run_1/met1.png
Supply wires on this layer in gray.
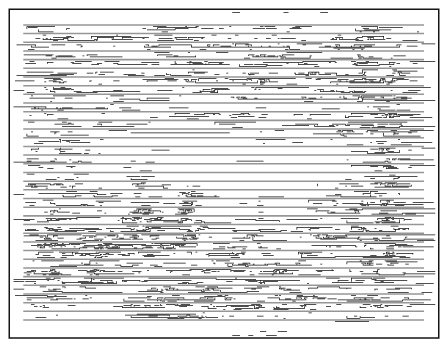
run_1/met2.png
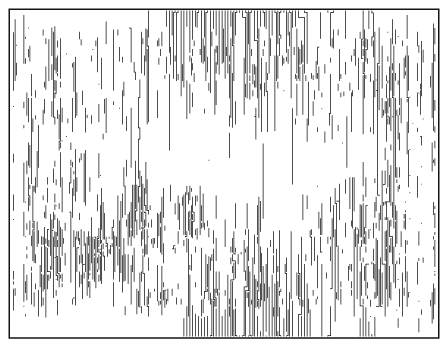
run_1/met3.png
Scale bar: 50 µm. Cells faint in the background.
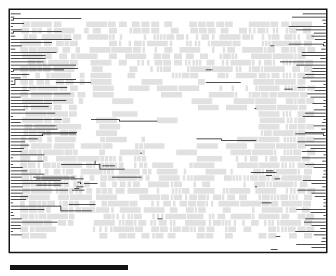
`config.mk`:
```
export PLATFORM = sky130hd
export DESIGN_NAME = obi_axi_host_bridge_flat
export DESIGN_NICKNAME = d
export VERILOG_FILES = /design/src/rtl/obi_axi_host_bridge_if.sv /design/src/rtl/obi_axi_host_bridge.sv /design/src/flat_wrapper.sv
export SDC_FILE = /design/constraint.sdc
export NUM_CORES = 1
export LEC_CHECK = 0
export CORE_ASPECT_RATIO = 0.75
export CORE_MARGIN = 4
export CORE_UTILIZATION = 39
export DETAILED_ROUTE_END_ITERATION = 6
export PLACE_DENSITY = 0.84
export REMOVE_ABC_BUFFERS = 1
export SLEW_MARGIN = 10
export SYNTH_ARGS = -nofsm -noshare
export SYNTH_HDL_FRONTEND = slang
export SYNTH_SLANG_ARGS = --single-unit
export TNS_END_PERCENT = 1
```
`constraint.sdc`:
```
create_clock -name clk_i -period 1.92 [get_ports clk_i]
set_input_delay 0.192 -clock clk_i [delete_from_list [all_inputs] [get_ports clk_i]]
set_output_delay 0.192 -clock clk_i [all_outputs]
set_load 0.01 [all_outputs]
```
`src/rtl/obi_axi_host_bridge_if.sv`:
```
// Bus bundles for the OBI-to-AXI-lite host bridge: the core-side OBI port and
// the single AXI-lite host slot driven by the bridge.

interface obi_core_if #(
   parameter int unsigned AddressWidth = 32,
   parameter int unsigned DataWidth    = 32
);
   logic                      data_req_i;
   logic                      data_gnt_o;
   logic                      data_we_i;
   logic [DataWidth/8-1:0]    data_be_i;
   logic [AddressWidth-1:0]   data_addr_i;
   logic [DataWidth-1:0]      data_wdata_i;
   logic                      data_rvalid_o;
   logic [DataWidth-1:0]      data_rdata_o;
   logic                      data_err_o;

   modport slave (
      input  data_req_i, data_we_i, data_be_i, data_addr_i, data_wdata_i,
      output data_gnt_o, data_rvalid_o, data_rdata_o, data_err_o
   );
   modport master (
      output data_req_i, data_we_i, data_be_i, data_addr_i, data_wdata_i,
      input  data_gnt_o, data_rvalid_o, data_rdata_o, data_err_o
   );
endinterface

interface axil_host_if #(
   parameter int unsigned AddressWidth = 32,
   parameter int unsigned DataWidth    = 32
);
   logic                      m_awvalid;
   logic                      m_awready;
   logic [AddressWidth-1:0]   m_awaddr;
   logic                      m_wvalid;
   logic                      m_wready;
   logic [DataWidth-1:0]      m_wdata;
   logic [DataWidth/8-1:0]    m_wstrb;
   logic                      m_bvalid;
   logic                      m_bready;
   logic                      m_arvalid;
   logic                      m_arready;
   logic [AddressWidth-1:0]   m_araddr;
   logic                      m_rvalid;
   logic                      m_rready;
   logic [DataWidth-1:0]      m_rdata;

   modport master (
      output m_awvalid, m_awaddr, m_wvalid, m_wdata, m_wstrb, m_bready,
             m_arvalid, m_araddr, m_rready,
      input  m_awready, m_wready, m_bvalid, m_arready, m_rvalid, m_rdata
   );
   modport slave (
      input  m_awvalid, m_awaddr, m_wvalid, m_wdata, m_wstrb, m_bready,
             m_arvalid, m_araddr, m_rready,
      output m_awready, m_wready, m_bvalid, m_arready, m_rvalid, m_rdata
   );
endinterface

```
`src/rtl/obi_axi_host_bridge.sv`:
```
// Single-outstanding OBI load/store to AXI-lite host bridge with a per-transaction
// watchdog that converts a stalled handshake into an error response.
//
// state   | meaning
// IDLE    | waiting for a core request; grant is combinational
// WR_REQ  | AW and W offered, each until its own handshake
// WR_RESP | waiting for B
// RD_ADDR | AR offered
// RD_DATA | waiting for R

module obi_axi_host_bridge #(
   parameter int unsigned AddressWidth  = 32,
   parameter int unsigned DataWidth     = 32,
   parameter int unsigned TimeoutCycles = 256
) (
   input  logic            clk_i,
   input  logic            rst_ni,
   obi_core_if.slave       obi,
   axil_host_if.master     axi
);
   localparam int unsigned CntW   = (TimeoutCycles > 1) ? $clog2(TimeoutCycles) : 1;
   localparam int unsigned TcLast = (TimeoutCycles == 0) ? 0 : TimeoutCycles - 1;

   typedef enum logic [2:0] {IDLE, WR_REQ, WR_RESP, RD_ADDR, RD_DATA} state_e;

   state_e                  state_q, state_d;
   logic [CntW-1:0]         cnt_q, cnt_d;
   logic [AddressWidth-1:0] addr_q, addr_d;
   logic [DataWidth/8-1:0]  be_q, be_d;
   logic [DataWidth-1:0]    wdata_q, wdata_d;
   logic                    aw_done_q, aw_done_d;
   logic                    w_done_q, w_done_d;
   logic                    rvalid_q, rvalid_d;
   logic                    err_q, err_d;
   logic [DataWidth-1:0]    rdata_q, rdata_d;
   logic                    timeout;
   logic                    gnt, awvalid, wvalid, bready, arvalid, rready;
   logic                    aw_ok, w_ok;

   always_ff @(posedge clk_i or negedge rst_ni) begin
      if (!rst_ni) begin
         state_q   <= IDLE;
         cnt_q     <= '0;
         addr_q    <= '0;
         be_q      <= '0;
         wdata_q   <= '0;
         aw_done_q <= 1'b0;
         w_done_q  <= 1'b0;
         rvalid_q  <= 1'b0;
         err_q     <= 1'b0;
         rdata_q   <= '0;
      end else begin
         state_q   <= state_d;
         cnt_q     <= cnt_d;
         addr_q    <= addr_d;
         be_q      <= be_d;
         wdata_q   <= wdata_d;
         aw_done_q <= aw_done_d;
         w_done_q  <= w_done_d;
         rvalid_q  <= rvalid_d;
         err_q     <= err_d;
         rdata_q   <= rdata_d;
      end
   end

   always_comb begin
      state_d   = state_q;
      cnt_d     = cnt_q;
      addr_d    = addr_q;
      be_d      = be_q;
      wdata_d   = wdata_q;
      aw_done_d = aw_done_q;
      w_done_d  = w_done_q;
      rvalid_d  = 1'b0;
      err_d     = 1'b0;
      rdata_d   = '0;
      gnt       = 1'b0;
      awvalid   = 1'b0;
      wvalid    = 1'b0;
      bready    = 1'b0;
      arvalid   = 1'b0;
      rready    = 1'b0;
      aw_ok     = 1'b0;
      w_ok      = 1'b0;
      timeout   = (TimeoutCycles != 0) && (state_q != IDLE) && (cnt_q == CntW'(TcLast));

      if ((state_q != IDLE) && (TimeoutCycles != 0)) cnt_d = cnt_q + 1'b1;

      case (state_q)
         IDLE: begin
            gnt = obi.data_req_i;
            if (obi.data_req_i) begin
               addr_d    = obi.data_addr_i;
               be_d      = obi.data_be_i;
               wdata_d   = obi.data_wdata_i;
               cnt_d     = '0;
               aw_done_d = 1'b0;
               w_done_d  = 1'b0;
               state_d   = obi.data_we_i ? WR_REQ : RD_ADDR;
            end
         end
         WR_REQ: begin
            awvalid   = !aw_done_q;
            wvalid    = !w_done_q;
            aw_ok     = aw_done_q || axi.m_awready;
            w_ok      = w_done_q || axi.m_wready;
            aw_done_d = aw_ok;
            w_done_d  = w_ok;
            if (timeout) state_d = IDLE;
            else if (aw_ok && w_ok) state_d = WR_RESP;
         end
         WR_RESP: begin
            bready = 1'b1;
            if (axi.m_bvalid) begin
               state_d  = IDLE;
               rvalid_d = 1'b1;
            end else if (timeout) begin
               state_d = IDLE;
            end
         end
         RD_ADDR: begin
            arvalid = 1'b1;
            if (timeout) state_d = IDLE;
            else if (axi.m_arready) state_d = RD_DATA;
         end
         RD_DATA: begin
            rready = 1'b1;
            if (axi.m_rvalid) begin
               state_d  = IDLE;
               rvalid_d = 1'b1;
               rdata_d  = axi.m_rdata;
            end else if (timeout) begin
               state_d = IDLE;
            end
         end
         default: state_d = IDLE;
      endcase

      // A completing handshake in the timeout cycle has already set rvalid_d.
      if (timeout && !rvalid_d) begin
         state_d  = IDLE;
         rvalid_d = 1'b1;
         err_d    = 1'b1;
      end
   end

   assign obi.data_gnt_o    = gnt;
   assign obi.data_rvalid_o = rvalid_q;
   assign obi.data_err_o    = err_q;
   assign obi.data_rdata_o  = rdata_q;

   assign axi.m_awvalid = awvalid;
   assign axi.m_awaddr  = addr_q;
   assign axi.m_wvalid  = wvalid;
   assign axi.m_wdata   = wdata_q;
   assign axi.m_wstrb   = be_q;
   assign axi.m_bready  = bready;
   assign axi.m_arvalid = arvalid;
   assign axi.m_araddr  = addr_q;
   assign axi.m_rready  = rready;

endmodule

```
`src/flat_wrapper.sv`:
```
// flat-port wrapper written by rule: the top's interface ports become plain ports
module obi_axi_host_bridge_flat 
#(
   parameter int unsigned AddressWidth  = 32,
   parameter int unsigned DataWidth     = 32,
   parameter int unsigned TimeoutCycles = 256
)
  (clk_i, rst_ni, obi_data_req_i, obi_data_we_i, obi_data_be_i, obi_data_addr_i, obi_data_wdata_i, obi_data_gnt_o, obi_data_rvalid_o, obi_data_rdata_o, obi_data_err_o, axi_m_awvalid, axi_m_awaddr, axi_m_wvalid, axi_m_wdata, axi_m_wstrb, axi_m_bready, axi_m_arvalid, axi_m_araddr, axi_m_rready, axi_m_awready, axi_m_wready, axi_m_bvalid, axi_m_arready, axi_m_rvalid, axi_m_rdata);
  obi_core_if #(.AddressWidth(AddressWidth), .DataWidth(DataWidth)) obi_i ();
  axil_host_if #(.AddressWidth(AddressWidth), .DataWidth(DataWidth)) axi_i ();
  input  logic clk_i;
  input  logic rst_ni;
  input wire logic [$bits(obi_i.data_req_i)-1:0] obi_data_req_i;
  input wire logic [$bits(obi_i.data_we_i)-1:0] obi_data_we_i;
  input wire logic [$bits(obi_i.data_be_i)-1:0] obi_data_be_i;
  input wire logic [$bits(obi_i.data_addr_i)-1:0] obi_data_addr_i;
  input wire logic [$bits(obi_i.data_wdata_i)-1:0] obi_data_wdata_i;
  output wire logic [$bits(obi_i.data_gnt_o)-1:0] obi_data_gnt_o;
  output wire logic [$bits(obi_i.data_rvalid_o)-1:0] obi_data_rvalid_o;
  output wire logic [$bits(obi_i.data_rdata_o)-1:0] obi_data_rdata_o;
  output wire logic [$bits(obi_i.data_err_o)-1:0] obi_data_err_o;
  output wire logic [$bits(axi_i.m_awvalid)-1:0] axi_m_awvalid;
  output wire logic [$bits(axi_i.m_awaddr)-1:0] axi_m_awaddr;
  output wire logic [$bits(axi_i.m_wvalid)-1:0] axi_m_wvalid;
  output wire logic [$bits(axi_i.m_wdata)-1:0] axi_m_wdata;
  output wire logic [$bits(axi_i.m_wstrb)-1:0] axi_m_wstrb;
  output wire logic [$bits(axi_i.m_bready)-1:0] axi_m_bready;
  output wire logic [$bits(axi_i.m_arvalid)-1:0] axi_m_arvalid;
  output wire logic [$bits(axi_i.m_araddr)-1:0] axi_m_araddr;
  output wire logic [$bits(axi_i.m_rready)-1:0] axi_m_rready;
  input wire logic [$bits(axi_i.m_awready)-1:0] axi_m_awready;
  input wire logic [$bits(axi_i.m_wready)-1:0] axi_m_wready;
  input wire logic [$bits(axi_i.m_bvalid)-1:0] axi_m_bvalid;
  input wire logic [$bits(axi_i.m_arready)-1:0] axi_m_arready;
  input wire logic [$bits(axi_i.m_rvalid)-1:0] axi_m_rvalid;
  input wire logic [$bits(axi_i.m_rdata)-1:0] axi_m_rdata;
  assign obi_i.data_req_i = obi_data_req_i;
  assign obi_i.data_we_i = obi_data_we_i;
  assign obi_i.data_be_i = obi_data_be_i;
  assign obi_i.data_addr_i = obi_data_addr_i;
  assign obi_i.data_wdata_i = obi_data_wdata_i;
  assign obi_data_gnt_o = obi_i.data_gnt_o;
  assign obi_data_rvalid_o = obi_i.data_rvalid_o;
  assign obi_data_rdata_o = obi_i.data_rdata_o;
  assign obi_data_err_o = obi_i.data_err_o;
  assign axi_m_awvalid = axi_i.m_awvalid;
  assign axi_m_awaddr = axi_i.m_awaddr;
  assign axi_m_wvalid = axi_i.m_wvalid;
  assign axi_m_wdata = axi_i.m_wdata;
  assign axi_m_wstrb = axi_i.m_wstrb;
  assign axi_m_bready = axi_i.m_bready;
  assign axi_m_arvalid = axi_i.m_arvalid;
  assign axi_m_araddr = axi_i.m_araddr;
  assign axi_m_rready = axi_i.m_rready;
  assign axi_i.m_awready = axi_m_awready;
  assign axi_i.m_wready = axi_m_wready;
  assign axi_i.m_bvalid = axi_m_bvalid;
  assign axi_i.m_arready = axi_m_arready;
  assign axi_i.m_rvalid = axi_m_rvalid;
  assign axi_i.m_rdata = axi_m_rdata;
  obi_axi_host_bridge #(.AddressWidth(AddressWidth), .DataWidth(DataWidth), .TimeoutCycles(TimeoutCycles)) u_core (.clk_i(clk_i), .rst_ni(rst_ni), .obi(obi_i), .axi(axi_i));
endmodule
```
==> impl_metrics.ini, run 1 <==
; implementation run metrics
[outcome]
outcome = complete, no violations

[critical_path]
r2r_start = u_core.state_q[1]
cp.required_ns = 1.73
crit_chain = buf_4 -> nor3_4 -> nand2_2 -> inv_2 -> dlygate4sd2_1
path_buffers = 3

[layout]
layout_top_cell = clkdlybuf4s50_1
buffer_area_share_pct = 33.6
nets = 817
utilization_pct = 66.8
seqAreaFraction_pct = 37.1
layout-drive-gt1-share_pct = 7.94

[clock_tree]
cts_tree = yes
clockBufferDepth = 2
cts.htree.levels = 4

[synth]
ff_type = dfrtp_1
ys_sh_mux_pct = 0.242
xor_share_pct = 0.188
synthTopCellsByCount = nand2_1 (214), dfrtp_1 (115), and2_1 (34)

[global_routing]
busiest_layer = met2
grt_pass1_wl_mm = 21.1

[floorplanning]
rows = 34
die_h_um = 103

[pwr]
pg_comb_mw = 4.81
pwr-share-seq_pct = 31.6
p_leak_nw = 3.69
combPwrFrac_pct = 40.2
clkPwrFrac_pct = 28.2

[sta]
post-route-min-period_ns = 1.87
setup-tns-final_ns = 0
setup_slack_ns = 0.0529

[place]
gp_congestion = 0.825

[route]
wl_met2_mm = 6.60
## Picture notes: met1.png
nets with wire on the layer: 696
main direction: horizontal
wire length on this layer: 5,040 µm
longest straight run: 37.7 µm
share of all routed wire: 38%
met1 Use GR: 22.2%
total number of vias: 3,998

## Picture notes: met2.png
share of all routed wire: 50%
wire length on this layer: 6,600 µm
main direction: vertical
longest straight run: 41.3 µm
nets with wire on the layer: 686
GR Util met2: 32.7%
DRT Wirelength: 13.3 mm

## Picture notes: met3.png
share of all routed wire: 12%
longest straight run: 28.7 µm
wire length on this layer: 1,530 µm
GRT met3 Usage: 9.80%

==> run 1 -> run 2 <==
--- a/config.mk
+++ b/config.mk
@@ -5,10 +5,12 @@
 export SDC_FILE = /design/constraint.sdc
 export NUM_CORES = 1
 export LEC_CHECK = 0
+export ABC_AREA = 1
 export CORE_ASPECT_RATIO = 0.75
 export CORE_MARGIN = 4
 export CORE_UTILIZATION = 39
 export DETAILED_ROUTE_END_ITERATION = 6
+export GPL_TIMING_DRIVEN = 0
 export PLACE_DENSITY = 0.84
 export REMOVE_ABC_BUFFERS = 1
 export SLEW_MARGIN = 10
run_2/final_clocks.png
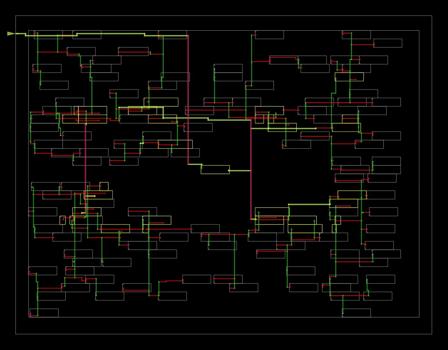
clk_skew: 0.0107 ns
Sinks on Clock Net: 115
worst skew pair latency: 0.40 ns
Power Clock: 3.28 mW
sequential cell count: 115

==> run 2 against run 1 <==
  * Worst hold slack worse by 0.0074 ns
  * Total power is 1.5% higher
  * First-iteration DRC count is 5.7% higher
  * Clock skew hardly changed
  * Global-route usage is 1.0 points higher
  * Synthesized area is 0.24% higher
  * Die size is 0.22% higher
  * Combinational power is 5.6% higher
  * Utilization is 0.34 points higher
  * Fmax is 1.5% higher
==> impl_metrics.ini, run 2 <==
; implementation run metrics
[outcome]
outcome = complete, no violations

[clock_tree]
cts.htree.levels = 4
cts_tree = yes
clockBufferDepth = 2

[layout]
layout-drive-gt1-share_pct = 7.49
utilization_pct = 67.1
layout_top_cell = nand2_1
buffer_area_share_pct = 33.7
seqAreaFraction_pct = 36.8

[critical_path]
path_buffers = 3
r2r_start = u_core.state_q[1]
crit_family = buffers and inverters
cp.required_ns = 1.73
crit_chain = buf_4 -> nor3_2 -> inv_1 -> nor2_1 -> dlygate4sd2_1

[pwr]
clkPwrFrac_pct = 26.9
p_leak_nw = 3.77
pg_comb_mw = 5.08
combPwrFrac_pct = 41.7
pwr-share-seq_pct = 31.3

[synth]
xor_share_pct = 0.188
synthTopCellsByCount = nand2_1 (266), dfrtp_1 (115), nor2_1 (52)
ff_type = dfrtp_1
ys_sh_mux_pct = 0

[sta]
setup-tns-final_ns = 0
setup_slack_ns = 0.0801
rsz0062_at_grt = no
post-route-min-period_ns = 1.84

[route]
vias = 4352
wl_met2_mm = 6.95
routed_wl_mm = 14.1

[global_routing]
use_met2_pct = 35.7
use_met1_pct = 22.6
busiest_layer = met2
use_met3_pct = 10.1
grt_pass1_wl_mm = 22.3

[floorplanning]
core_area_mm2 = 0.0117
die_h_um = 103
run_2/met3.png
Scale bar: 50 µm. Cells faint in the background.
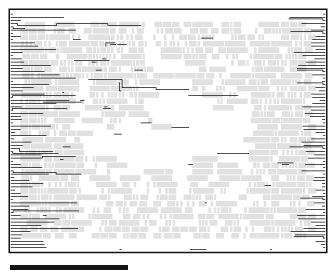
main direction: horizontal
longest straight run: 28.3 µm
share of all routed wire: 11%

==> run 2 -> run 3 <==
--- a/config.mk
+++ b/config.mk
@@ -11,7 +11,8 @@
 export CORE_UTILIZATION = 39
 export DETAILED_ROUTE_END_ITERATION = 6
 export GPL_TIMING_DRIVEN = 0
-export PLACE_DENSITY = 0.84
+export MAX_ROUTING_LAYER = met4
+export PLACE_DENSITY = 0.8
 export REMOVE_ABC_BUFFERS = 1
 export SLEW_MARGIN = 10
 export SYNTH_ARGS = -nofsm -noshare
run_3/met3.png
Scale bar: 50 µm. Cells faint in the background.
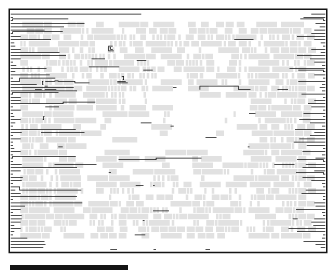
share of all routed wire: 9.8%
main direction: horizontal
wire length on this layer: 1,400 µm

==> run 3 against run 2 <==
  * Cell count decreased by 0.43%
  * Synthesized cell count did not move
  * Final area fell by 0.80%
  * Worst hold slack improved by 0.0043 ns
  * Utilization shrank 0.54 points
  * Sequential share of layout area up 0.31 points
  * Largest power group unchanged
  * Clock power shrank 4%
  * Largest cell class unchanged
  * Fmax down 0.83%
  * Highest routed layer unchanged
==> impl_metrics.ini, run 3 <==
; implementation run metrics
[outcome]
outcome = complete, no violations

[sta]
setup-tns-final_ns = 0
post-route-min-period_ns = 1.86
setup_slack_ns = 0.0647
fin_worst_skew_ns = 0.0114

[global_routing]
busiest_layer = met2
grt_pass1_wl_mm = 22.3
use_met2_pct = 35.8
use_met3_pct = 9.46

[clock_tree]
cts_sinks = 115
clockBufferDepth = 2
cts_tree = yes
worstSkewPairLatency_ns = 0.40

[synth]
ys_sh_mux_pct = 0
synthTopCellsByCount = nand2_1 (266), dfrtp_1 (115), nor2_1 (52)
ff_type = dfrtp_1
xor_share_pct = 0.188

[critical_path]
r2r_start = u_core.state_q[1]
crit_family = simple AND/OR/NAND/NOR gates
crit_chain = nor2_4 -> nand2_4 -> nor2_4 -> dlygate4sd2_1

[floorplanning]
rows = 34
core_area_mm2 = 0.0117

[pwr]
clkPwrFrac_pct = 26.3
pwr-share-seq_pct = 32.0
combPwrFrac_pct = 41.6
pg_comb_mw = 4.98
clock_net_power_mw = 3.15
p_leak_nw = 3.77

[route]
wl_met2_mm = 6.84

[place]
gp_congestion = 0.826

[layout]
flops = 115
layout_top_cell = nand2_1
utilization_pct = 66.6
buffer_area_share_pct = 33.4
run_3/met1.png
Supply wires on this layer in gray.
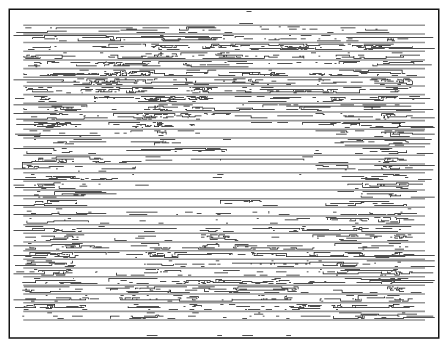
longest straight run: 39.1 µm
wire length on this layer: 5,750 µm
share of all routed wire: 40%
DRT Wirelength: 14.3 mm
total number of vias: 4,227
met1 Use GR: 23.9%

Power is estimated from default activity; no workload was simulated.
